--- src/rtl/char_uart_tx.sv ---
// char_uart_tx: snapshots x/y/level and sends them as a framed 8N1 packet.
// Optional checksum byte appended when CHAR_UART_TX_CHECKSUM_EN is defined.
module char_uart_tx #(
    parameter int          CLKS_PER_BIT = 564,
    parameter logic [7:0]  HEADER       = 8'hA5
) (
    input  logic        clk,
    input  logic        rst,
    input  logic        send_req,
    input  logic [11:0] x_value,
    input  logic [11:0] y_value,
    input  logic [1:0]  level,
    output logic        tx,
    output logic        busy,
    output logic        done
);

    localparam int CW = $clog2(CLKS_PER_BIT);

`ifdef CHAR_UART_TX_CHECKSUM_EN
    localparam logic [2:0] LAST = 3'd5;
`else
    localparam logic [2:0] LAST = 3'd4;
`endif

    typedef enum logic [1:0] {IDLE, START, DATA, STOP} state_t;

    state_t      state, state_n;
    logic [CW-1:0] cnt, cnt_n;
    logic [2:0]  bit_idx, bit_n;
    logic [2:0]  byte_idx, byte_n;
    logic [7:0]  shift, shift_n;
    logic        pending, pend_n;
    logic        tx_n, busy_n, done_n;
    logic        load;
    logic        bit_end;
    logic [11:0] snap_x, snap_y;
    logic [1:0]  snap_lvl;
    logic [2:0]  nxt_idx;
    logic [7:0]  nxt_byte;

    assign bit_end = (cnt == CW'(CLKS_PER_BIT - 1));
    assign nxt_idx = byte_idx + 3'd1;

`ifdef CHAR_UART_TX_CHECKSUM_EN
    logic [7:0] csum;
    assign csum = snap_x[7:0] ^ {snap_y[3:0], snap_x[11:8]}
                ^ snap_y[11:4] ^ {6'b0, snap_lvl};
`endif

    // Select the packet byte that follows the one currently on the line
    always_comb begin
        nxt_byte = HEADER;
        case (nxt_idx)
            3'd1:    nxt_byte = snap_x[7:0];
            3'd2:    nxt_byte = {snap_y[3:0], snap_x[11:8]};
            3'd3:    nxt_byte = snap_y[11:4];
            3'd4:    nxt_byte = {6'b0, snap_lvl};
`ifdef CHAR_UART_TX_CHECKSUM_EN
            3'd5:    nxt_byte = csum;
`endif
            default: nxt_byte = HEADER;
        endcase
    end

    // Next-state, counters and registered-output values
    always_comb begin
        state_n = state;
        cnt_n   = cnt;
        bit_n   = bit_idx;
        byte_n  = byte_idx;
        shift_n = shift;
        pend_n  = pending;
        tx_n    = tx;
        busy_n  = busy;
        done_n  = 1'b0;
        load    = 1'b0;
        if (state != IDLE && send_req) begin
            pend_n = 1'b1;
        end
        unique case (state)
            IDLE: begin
                tx_n   = 1'b1;
                busy_n = 1'b0;
                if (send_req || pending) begin
                    load    = 1'b1;
                    pend_n  = 1'b0;
                    state_n = START;
                    cnt_n   = '0;
                    byte_n  = 3'd0;
                    shift_n = HEADER;
                    tx_n    = 1'b0;
                    busy_n  = 1'b1;
                end
            end
            START: begin
                if (bit_end) begin
                    state_n = DATA;
                    cnt_n   = '0;
                    bit_n   = 3'd0;
                    tx_n    = shift[0];
                end else begin
                    cnt_n = cnt + CW'(1);
                end
            end
            DATA: begin
                if (bit_end) begin
                    cnt_n = '0;
                    if (bit_idx == 3'd7) begin
                        state_n = STOP;
                        tx_n    = 1'b1;
                    end else begin
                        bit_n   = bit_idx + 3'd1;
                        shift_n = {1'b0, shift[7:1]};
                        tx_n    = shift[1];
                    end
                end else begin
                    cnt_n = cnt + CW'(1);
                end
            end
            STOP: begin
                if (bit_end) begin
                    cnt_n = '0;
                    if (byte_idx < LAST) begin
                        byte_n  = nxt_idx;
                        shift_n = nxt_byte;
                        state_n = START;
                        tx_n    = 1'b0;
                    end else begin
                        state_n = IDLE;
                        tx_n    = 1'b1;
                        busy_n  = 1'b0;
                        done_n  = 1'b1;
                    end
                end else begin
                    cnt_n = cnt + CW'(1);
                end
            end
            default: state_n = IDLE;
        endcase
    end

    // State, datapath and output registers
    always_ff @(posedge clk) begin
        if (rst) begin
            state    <= IDLE;
            cnt      <= '0;
            bit_idx  <= 3'd0;
            byte_idx <= 3'd0;
            shift    <= 8'd0;
            pending  <= 1'b0;
            tx       <= 1'b1;
            busy     <= 1'b0;
            done     <= 1'b0;
            snap_x   <= 12'd0;
            snap_y   <= 12'd0;
            snap_lvl <= 2'd0;
        end else begin
            state    <= state_n;
            cnt      <= cnt_n;
            bit_idx  <= bit_n;
            byte_idx <= byte_n;
            shift    <= shift_n;
            pending  <= pend_n;
            tx       <= tx_n;
            busy     <= busy_n;
            done     <= done_n;
            if (load) begin
                snap_x   <= x_value;
                snap_y   <= y_value;
                snap_lvl <= level;
            end
        end
    end

endmodule

--- config.mk ---
export PLATFORM = sky130hd
export DESIGN_NAME = char_uart_tx
export DESIGN_NICKNAME = d
export VERILOG_FILES = /design/src/rtl/char_uart_tx.sv
export SDC_FILE = /design/constraint.sdc
export NUM_CORES = 1
export LEC_CHECK = 0
export CELL_PAD_IN_SITES_DETAIL_PLACEMENT = 1
export CELL_PAD_IN_SITES_GLOBAL_PLACEMENT = 1
export CORE_ASPECT_RATIO = 0.7
export CORE_UTILIZATION = 30
export CTS_CLUSTER_SIZE = 16
export DETAILED_ROUTE_END_ITERATION = 16
export PLACE_DENSITY_LB_ADDON = 0.25
export REMOVE_ABC_BUFFERS = 1
export SKIP_LAST_GASP = 1
export SLEW_MARGIN = 20
export SYNTH_ARGS = -nofsm -noshare
export SYNTH_HDL_FRONTEND = slang
export SYNTH_SLANG_ARGS = --single-unit
--- constraint.sdc ---
create_clock -name clk -period 2.6 [get_ports clk]
set_input_delay 0.52 -clock clk [delete_from_list [all_inputs] [get_ports clk]]
set_output_delay 0.52 -clock clk [all_outputs]
set_load 0.05 [all_outputs]
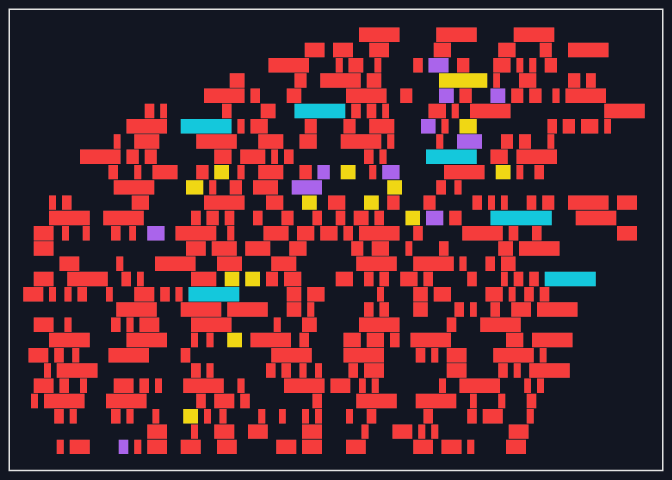
Run 1: cells by drive strength
drive 2 -> purple  # cells 11, share 3.1%
drive 3 to 4 -> yellow  # cells 14, share 3.9%
drive 6 and up -> cyan  # cells 6, share 1.7%
drive 1 or less -> red  # cells 328, share 91%
number of signal-net buffers in the layout: 42
setup slack of the critical path after layout: 0.373 ns

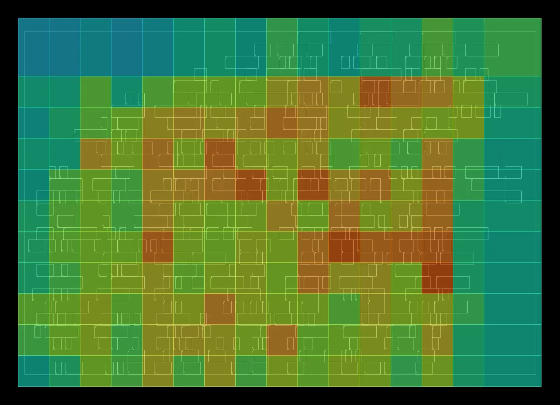
Run 1: congestion heat map
Wirelength per Cell: 16.0 µm
overall global routing resource usage: 17.3%

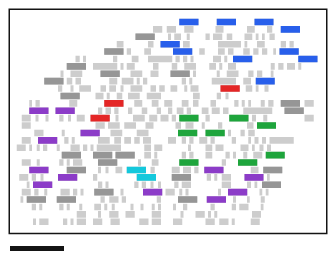
Run 1: sequential cells colored by netlist name
Scale bar: 20 µm. Other sequential cells in the stronger gray, the rest of the logic in the fainter gray.
byte_idx -> red  # sequential cells 3
shift -> green  # sequential cells 8
snap_y -> purple  # sequential cells 12
snap_lvl -> cyan  # sequential cells 2
cnt -> blue  # sequential cells 10

==> qor.yml, run 1 <==
core.rowCount: 28
core-area_um2: 8650
layoutNonFillerInstCount: 479
top_area_cell: "sky130_fd_sc_hd__dfxtp_1"
final_layout_top_logic_cells: "sky130_fd_sc_hd__nand2_1, sky130_fd_sc_hd__dfxtp_1, sky130_fd_sc_hd__a21oi_1"
cpLargestDelayFamily: "simple AND/OR/NAND/NOR gates"
hp-class: "reg -> reg"
clkLatencyLatePin_ns: 0.30
grt.met2_usage_pct: 26.8
synth_stat.cells: 330
die_width_um: 116
clock-skew-final_ns: 0.00725
cts-resized-gates: 0
final_net_count: 400
achievable-frequency_ghz: 0.449
synth_register_bits: 56
drt-initial-drc-count: 145
timing.final.hold_violations: 0
tritoncts_clock_tree: "yes"
fp_util_pct: 31.6
crit-reg2reg-capture: "shift[5]$_SDFFE_PP0P_"
xor_share_pct: 1.28
detail_route.drc_violations: 0
global_route.overflow_total: 0
whs_path_cells: 2
port_buffers: 31
cts.sinks: 56
clk_pin_slew_ns: 0.07
max-clock-path-buffers: 2
fin_worst_hold_slack_ns: 0.459
regToRegSetupSlack_ns: 0.37
cts_inserted_buffers: 5
relative_slew_margins_pct: 55.5
fin_crit_ns: 2.23
grt.met1_usage_pct: 24.4
flow.area_growth_from_synthesis_pct: 22.9
reg2reg_from: "state[0]$_SDFFE_PP0P_"
grtUsageMet3_pct: 3.84
worstPathCellList: "inv_1 > ha_1 > nor3b_1 > or3_1 > a2111oi_0 > nor3_1"
netlist_logic_family_top: "AND-OR/OR-AND gates"
post_synth_instance_area_um2: 2740
finalMaxSlewViolations: 0
grt_antenna_before_repair: 0
crit_cells: 6
lay_top_count: "sky130_fd_sc_hd__nand2_1"
yosys_chip_area_um2: 2740
tool_warnings: 33
synth-warning-count: 0
fp.dieArea_um2: 9520
avgSynthCellArea_um2: 8.30
placed_cells: 471
worst-slew-pin-transition_ns: 0.663
crit_type: "reg -> reg"
synthArstFlopShare_pct: 0
antenna_left: 0
synth-compound-area-share_pct: 24.1
critPathMaxFanout: 11
cp.required_ns: 2.77
yosys.cell_types.count: 53
power-per-cell-area_nw_per_um2: 910
setup_viol_count_final: 0
n_antenna_cell: 0
mux_share_pct: 0.731
timing.hold.worst.start: "snap_y[9]$_SDFFE_PP0P_"
ctsHtreeMaxLevel: 2
synth-simple-area-share_pct: 23.0
final.period_utilization_pct: 85.7
maxCapViolations: 0
grt_start_max_net_pins: 51
totalNegativeSetupSlack_ns: 0
synthDominantCellAreaShare_pct: 41.0
synthCells: 330
design_area_um2: 3360
first_pass_iters: 5
die_h_um: 81.9
drt-vias-per-instance: 5.27
most_heavily_used_metal_layer_in_global_routing: "met2"
vdd_drop_max_uv: 321
cts_hold_buffers: 0
outcome: "completed"
post_cts_setup_repair_buffer_count: 0
start_kind: "flop"
layout-drive-gt1-share_pct: 8.64
synth-main-ff-cell: "sky130_fd_sc_hd__dfxtp_1"
layout.filler_cells: 1048
routed_wirelength_um: 7680
gp_routability_congestion: 0.778
critical-path-slowest-cell: "sky130_fd_sc_hd__or3_1"
grt_setup_unrepaired: "no"
total_leakage_power_nw: 1.21
cp_num_buf_inv: 1
r2r.worst_path.cells: 6
crit_path_end_kind: "flop"
synth.cellmix.adderShare_pct: 5.94
pin_count: 32
critical-path-max-stage-delay_ns: 0.49
vias: 2523
crit_arrival_ns: 2.40
min_delay_worst_endpoint: "snap_y[9]$_SDFFE_PP0P_"
ctsRootBufferMaster: "sky130_fd_sc_hd__clkbuf_16"
run 1: area by class of cell:
cell class	count	area (µm²)	area share, %
Inverter	6	22.5	0.670
Tap cell	120	150	4.46
Multi-Input combinational cell	247	1510	44.9
Clock inverter	3	47.5	1.41
Sequential cell	56	1120	33.3
Timing Repair Buffer	42	388	11.5
Clock buffer	5	125	3.72
run 1: cells in the mapped netlist, types with 3 or more instances:
cell / instances
sky130_fd_sc_hd__nand4b_1: 3
sky130_fd_sc_hd__nand3_1: 6
sky130_fd_sc_hd__nor2_1: 10
sky130_fd_sc_hd__nor2b_1: 6
sky130_fd_sc_hd__xnor2_1: 3
sky130_fd_sc_hd__a31oi_1: 9
sky130_fd_sc_hd__inv_1: 6
sky130_fd_sc_hd__clkbuf_1: 18
sky130_fd_sc_hd__dfxtp_1: 56
sky130_fd_sc_hd__a22o_1: 3
sky130_fd_sc_hd__nand4_1: 7
sky130_fd_sc_hd__a222oi_1: 8
sky130_fd_sc_hd__nor3_1: 7
sky130_fd_sc_hd__o21ai_0: 9
sky130_fd_sc_hd__a21oi_1: 44
sky130_fd_sc_hd__a211o_1: 4
sky130_fd_sc_hd__nand2_1: 70
sky130_fd_sc_hd__a211oi_1: 3
sky130_fd_sc_hd__ha_1: 13
sky130_fd_sc_hd__a221oi_1: 3
run 1: report_power, final:
group          switching [mW]  internal [mW]
registers               0.114           1.03
logic                   0.699          0.429
clock network           0.333          0.459
run 1: state kept, by name, indices dropped and copies added, names as in the netlist:
signal	flops
cnt	10
shift	8
busy	1
byte_idx	3
pending	1
done	1
snap_lvl	2
snap_y	12
snap_x	12
tx	1
bit_idx	3
state	2
run 1: routing by layer:
| layer | up-vias | wire length (µm) |
|---|---|---|
| met1 | 1227 | 4080 |
| met2 | 34 | 3270 |
| met4 | 0 | 51 |
| met3 | 4 | 279 |
| li1 | 1258 | - |
| met5 | - | 0 |
run 1: metrics by stage:
| stage | util [%] | setup slack, ns | total power [mW] |
|---|---|---|---|
| 6_report | 38.9 | 0.373 | 3.06 |
| 5_1_grt | 38.9 | 0.187 | 3.27 |
| 4_1_cts | 38.9 | 0.356 | 3.09 |
| 3_5_place_dp | 36.9 | 0.248 | 2.29 |
| 3_3_place_gp | 36.9 | 0.305 | 2.25 |
| 2_1_floorplan | - | 0.542 | 1.88 |
run 1: worst max-delay path by stage:
stage                           from               endpoint  slack (ns)
4_1_cts        state[0]$_SDFFE_PP0P_  shift[5]$_SDFFE_PP0P_        0.36
5_1_grt        state[0]$_SDFFE_PP0P_  shift[0]$_SDFFE_PP0P_        0.19
3_3_place_gp                send_req  shift[5]$_SDFFE_PP0P_        0.31
6_report       state[0]$_SDFFE_PP0P_  shift[5]$_SDFFE_PP0P_        0.37
3_5_place_dp                send_req  shift[5]$_SDFFE_PP0P_        0.25
2_1_floorplan  state[0]$_SDFFE_PP0P_  shift[0]$_SDFFE_PP0P_        0.54
run 1: kinds of logic (layout without fill, tap and decap cells):
logic type	count (synthesis)	after routing
AND-OR/OR-AND	100	100
flip-flops	56	56
buffers and inverters	27	56
multiplexers	2	2
XOR/XNOR	4	4
adder cells (fa/ha/maj)	13	13
AND/OR/NAND/NOR	128	128
==> run 2, diff against run 1 <==
--- a/config.mk
+++ b/config.mk
@@ -9,6 +9,7 @@
 export CELL_PAD_IN_SITES_GLOBAL_PLACEMENT = 1
 export CORE_ASPECT_RATIO = 0.7
 export CORE_UTILIZATION = 30
+export CTS_BUF_LIST = sky130_fd_sc_hd__clkbuf_4 sky130_fd_sc_hd__clkbuf_8
 export CTS_CLUSTER_SIZE = 16
 export DETAILED_ROUTE_END_ITERATION = 16
 export PLACE_DENSITY_LB_ADDON = 0.25
==> constraint.sdc (replaced) <==
create_clock -name clk -period 2.3 [get_ports clk]
set_input_delay 0.46 -clock clk [delete_from_list [all_inputs] [get_ports clk]]
set_output_delay 0.46 -clock clk [all_outputs]
set_load 0.05 [all_outputs]
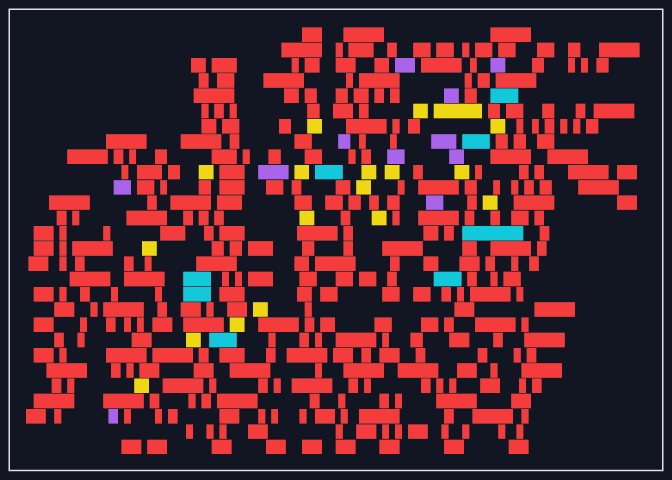
Run 2: cells by drive strength
drive 3 to 4 -> yellow  # cells 18, share 4.9%
drive 6 and up -> cyan  # cells 8, share 2.2%
drive 1 or less -> red  # cells 328, share 90%
drive 2 -> purple  # cells 11, share 3.0%
setup slack of the critical path after layout: 0.135 ns
post-route standard cell area excluding fillers: 3360 µm²
number of signal-net buffers in the layout: 48

==> qor.yml, run 2 <==
totalNegativeSetupSlack_ns: 0
drt-vias-per-instance: 5.21
timing.final.hold_violations: 0
core.rowCount: 28
power_frac_seq_pct: 38.0
clk_pin_slew_ns: 0.10
vias_in_the_first_global_route: 2578
first_pass_iters: 5
clock-skew-final_ns: 0.00971
tool_warnings: 33
synthDominantCellAreaShare_pct: 41.0
detail_route.drc_violations: 0
global_route.overflow_total: 0
layout-drive-gt1-share_pct: 10.1
total_leakage_power_nw: 1.22
die_h_um: 81.9
ctsRootBufferMaster: "sky130_fd_sc_hd__clkbuf_8"
flow.area_growth_from_synthesis_pct: 22.9
vdd_drop_max_uv: 313
maxCapViolations: 0
fp_util_pct: 31.6
cts.sinks: 56
lay_top_count: "sky130_fd_sc_hd__nand2_1"
hp-class: "reg -> reg"
cts_inserted_buffers: 5
fin_crit_ns: 2.17
synthArstFlopShare_pct: 0
detailed_place_hpwl_um: 5710
antenna_left: 0
grt_antenna_before_repair: 0
enable_flop_cells: 0
core-area_um2: 8650
synth_stat.cells: 330
synthTopCellsByCount: "sky130_fd_sc_hd__nand2_1, sky130_fd_sc_hd__dfxtp_1, sky130_fd_sc_hd__a21oi_1"
top_regs: "snap_x x12, snap_y x12, cnt x10"
die_width_um: 116
synth-main-ff-cell: "sky130_fd_sc_hd__dfxtp_1"
p_int_mw: 2.08
synthCells: 330
finalMaxSlewViolations: 0
cp.required_ns: 2.50
yosys.cell_count.top_type: "sky130_fd_sc_hd__nand2_1"
tritoncts_clock_tree: "yes"
routed_wirelength_um: 7760
n_antenna_cell: 0
pin_count: 32
post_synth_instance_area_um2: 2740
setup_viol_count_final: 0
start_kind: "flop"
grt_pass1_wl_um: 12900
grt_start_max_net_pins: 37
port_buffers: 31
clkLatencyLatePin_ns: 0.33
grt_setup_unrepaired: "no"
avgSynthCellArea_um2: 8.30
outcome: "completed"
critPathMaxFanout: 8
crit_type: "reg -> reg"
gp_routability_congestion: 0.808
power-per-cell-area_nw_per_um2: 1000
routed_wire_length_per_instance_um: 16.0
synth-warning-count: 0
yosys.cell_types.count: 53
yosysSeqAreaShare_pct: 41.0
final_net_count: 406
final.period_utilization_pct: 94.1
relative_slew_margins_pct: 60.1
power.share.combinational_pct: 40.3
netSwitchingFraction_pct: 38.3
max-clock-path-buffers: 2
fp.dieArea_um2: 9520
dp_slack_ns: 0.0959
crit_path_end_kind: "flop"
final_layout_top_logic_cells: "sky130_fd_sc_hd__nand2_1, sky130_fd_sc_hd__dfxtp_1, sky130_fd_sc_hd__a21oi_1"
synth_register_bits: 56
drt-initial-drc-count: 99
worst-slew-pin-transition_ns: 0.594
yosys_chip_area_um2: 2740
top_area_cell: "sky130_fd_sc_hd__dfxtp_1"
clkPwrFrac_pct: 21.6
achievable-frequency_ghz: 0.462
post_cts_setup_repair_buffer_count: 0
synth.top_cells.by_area: "sky130_fd_sc_hd__dfxtp_1, sky130_fd_sc_hd__nand2_1, sky130_fd_sc_hd__a21oi_1"
vias: 2527
crit_arrival_ns: 2.36
netSwitchingPower_mw: 1.29
grt_util_all_layers_pct: 17.8
ctsHtreeMaxLevel: 2
==> run 2: per-stage QoR <==
stage	cell area [µm²]	power, mW	hold slack (ns)	cells	utilization (%)
final	3360	3.37	0.460	485	38.9
after global routing	3360	3.61	0.486	485	38.9
after CTS	3360	3.40	0.461	485	38.9
after detailed placement	3240	2.66	0.447	477	37.4
after global placement	3240	2.62	0.445	477	37.4
after floorplan	2650	2.13	0.426	309	-
==> run 2: worst max-delay path: stages (launching register included) <==
cell and delay [ns]:
sky130_fd_sc_hd__dfxtp_1 0.43, sky130_fd_sc_hd__inv_1 0.12, sky130_fd_sc_hd__ha_1 0.33, sky130_fd_sc_hd__or3_1 0.54, sky130_fd_sc_hd__nor3b_1 0.20, sky130_fd_sc_hd__a221oi_1 0.30
sky130_fd_sc_hd__a211oi_1 0.14
==> run 2: cell families (layout without fill, tap and decap cells) <==
| group | count (synthesis) | in the layout | synth area share, % |
|---|---|---|---|
| XOR/XNOR | 4 | 4 | 1.28 |
| flip-flops | 56 | 56 | 41.0 |
| adder cells (fa/ha/maj) | 13 | 13 | 5.94 |
| AND/OR/NAND/NOR | 128 | 128 | 23.0 |
| buffers and inverters | 27 | 62 | 4.02 |
| AND-OR/OR-AND | 100 | 100 | 24.1 |
| multiplexers | 2 | 2 | 0.731 |
==> run 2: power groups by stage <==
stage / registers [mW] / clock network (mW) / logic [mW]
final: 1.28 / 0.730 / 1.36
after global routing: 1.30 / 0.784 / 1.52
after CTS: 1.28 / 0.751 / 1.37
after detailed placement: 1.30 / 0 / 1.36
after global placement: 1.30 / 0 / 1.32
after floorplan: 1.31 / 0 / 0.816
==> run 2: per-layer routing <==
layer / global-route usage, % / up-vias / routed length, µm
met4: 3.59 / 0 / 71
met5: 0 / - / 0
met3: 4.06 / 7 / 223
met1: 24.2 / 1218 / 4160
met2: 28.8 / 32 / 3300
li1: - / 1270 / -
==> run 2: final cells by class <==
class                           count  area [µm²]
Fill cell                        1051        5290
Multi-Input combinational cell    247        1510
Sequential cell                    56        1120
Timing Repair Buffer               48         433
Tap cell                          120         150
Clock buffer                        7        96.3
Clock inverter                      1        30.0
Inverter                            6        22.5
==> run 2: path summary, 6_finish.rpt <==
path	startpoint	to	slack [ns]	depth (start not counted)
worst max register to register	byte_idx[0]$_SDFFE_PP0P_	shift[1]$_SDFFE_PP0P_	0.13	6
worst min-delay path	snap_x[8]$_SDFFE_PP0P_	snap_x[8]$_SDFFE_PP0P_	0.46	2
worst max-delay path	byte_idx[0]$_SDFFE_PP0P_	shift[1]$_SDFFE_PP0P_	0.13	6
worst min register to register	snap_x[8]$_SDFFE_PP0P_	snap_x[8]$_SDFFE_PP0P_	0.46	2
==> run 2: timing repair <==
action / in CTS / in global routing
resized: 0 / 1
hold buffers: 0 / 0
setup endpoints to repair: 0 / 1
Power and IR drop assume default switching activity.
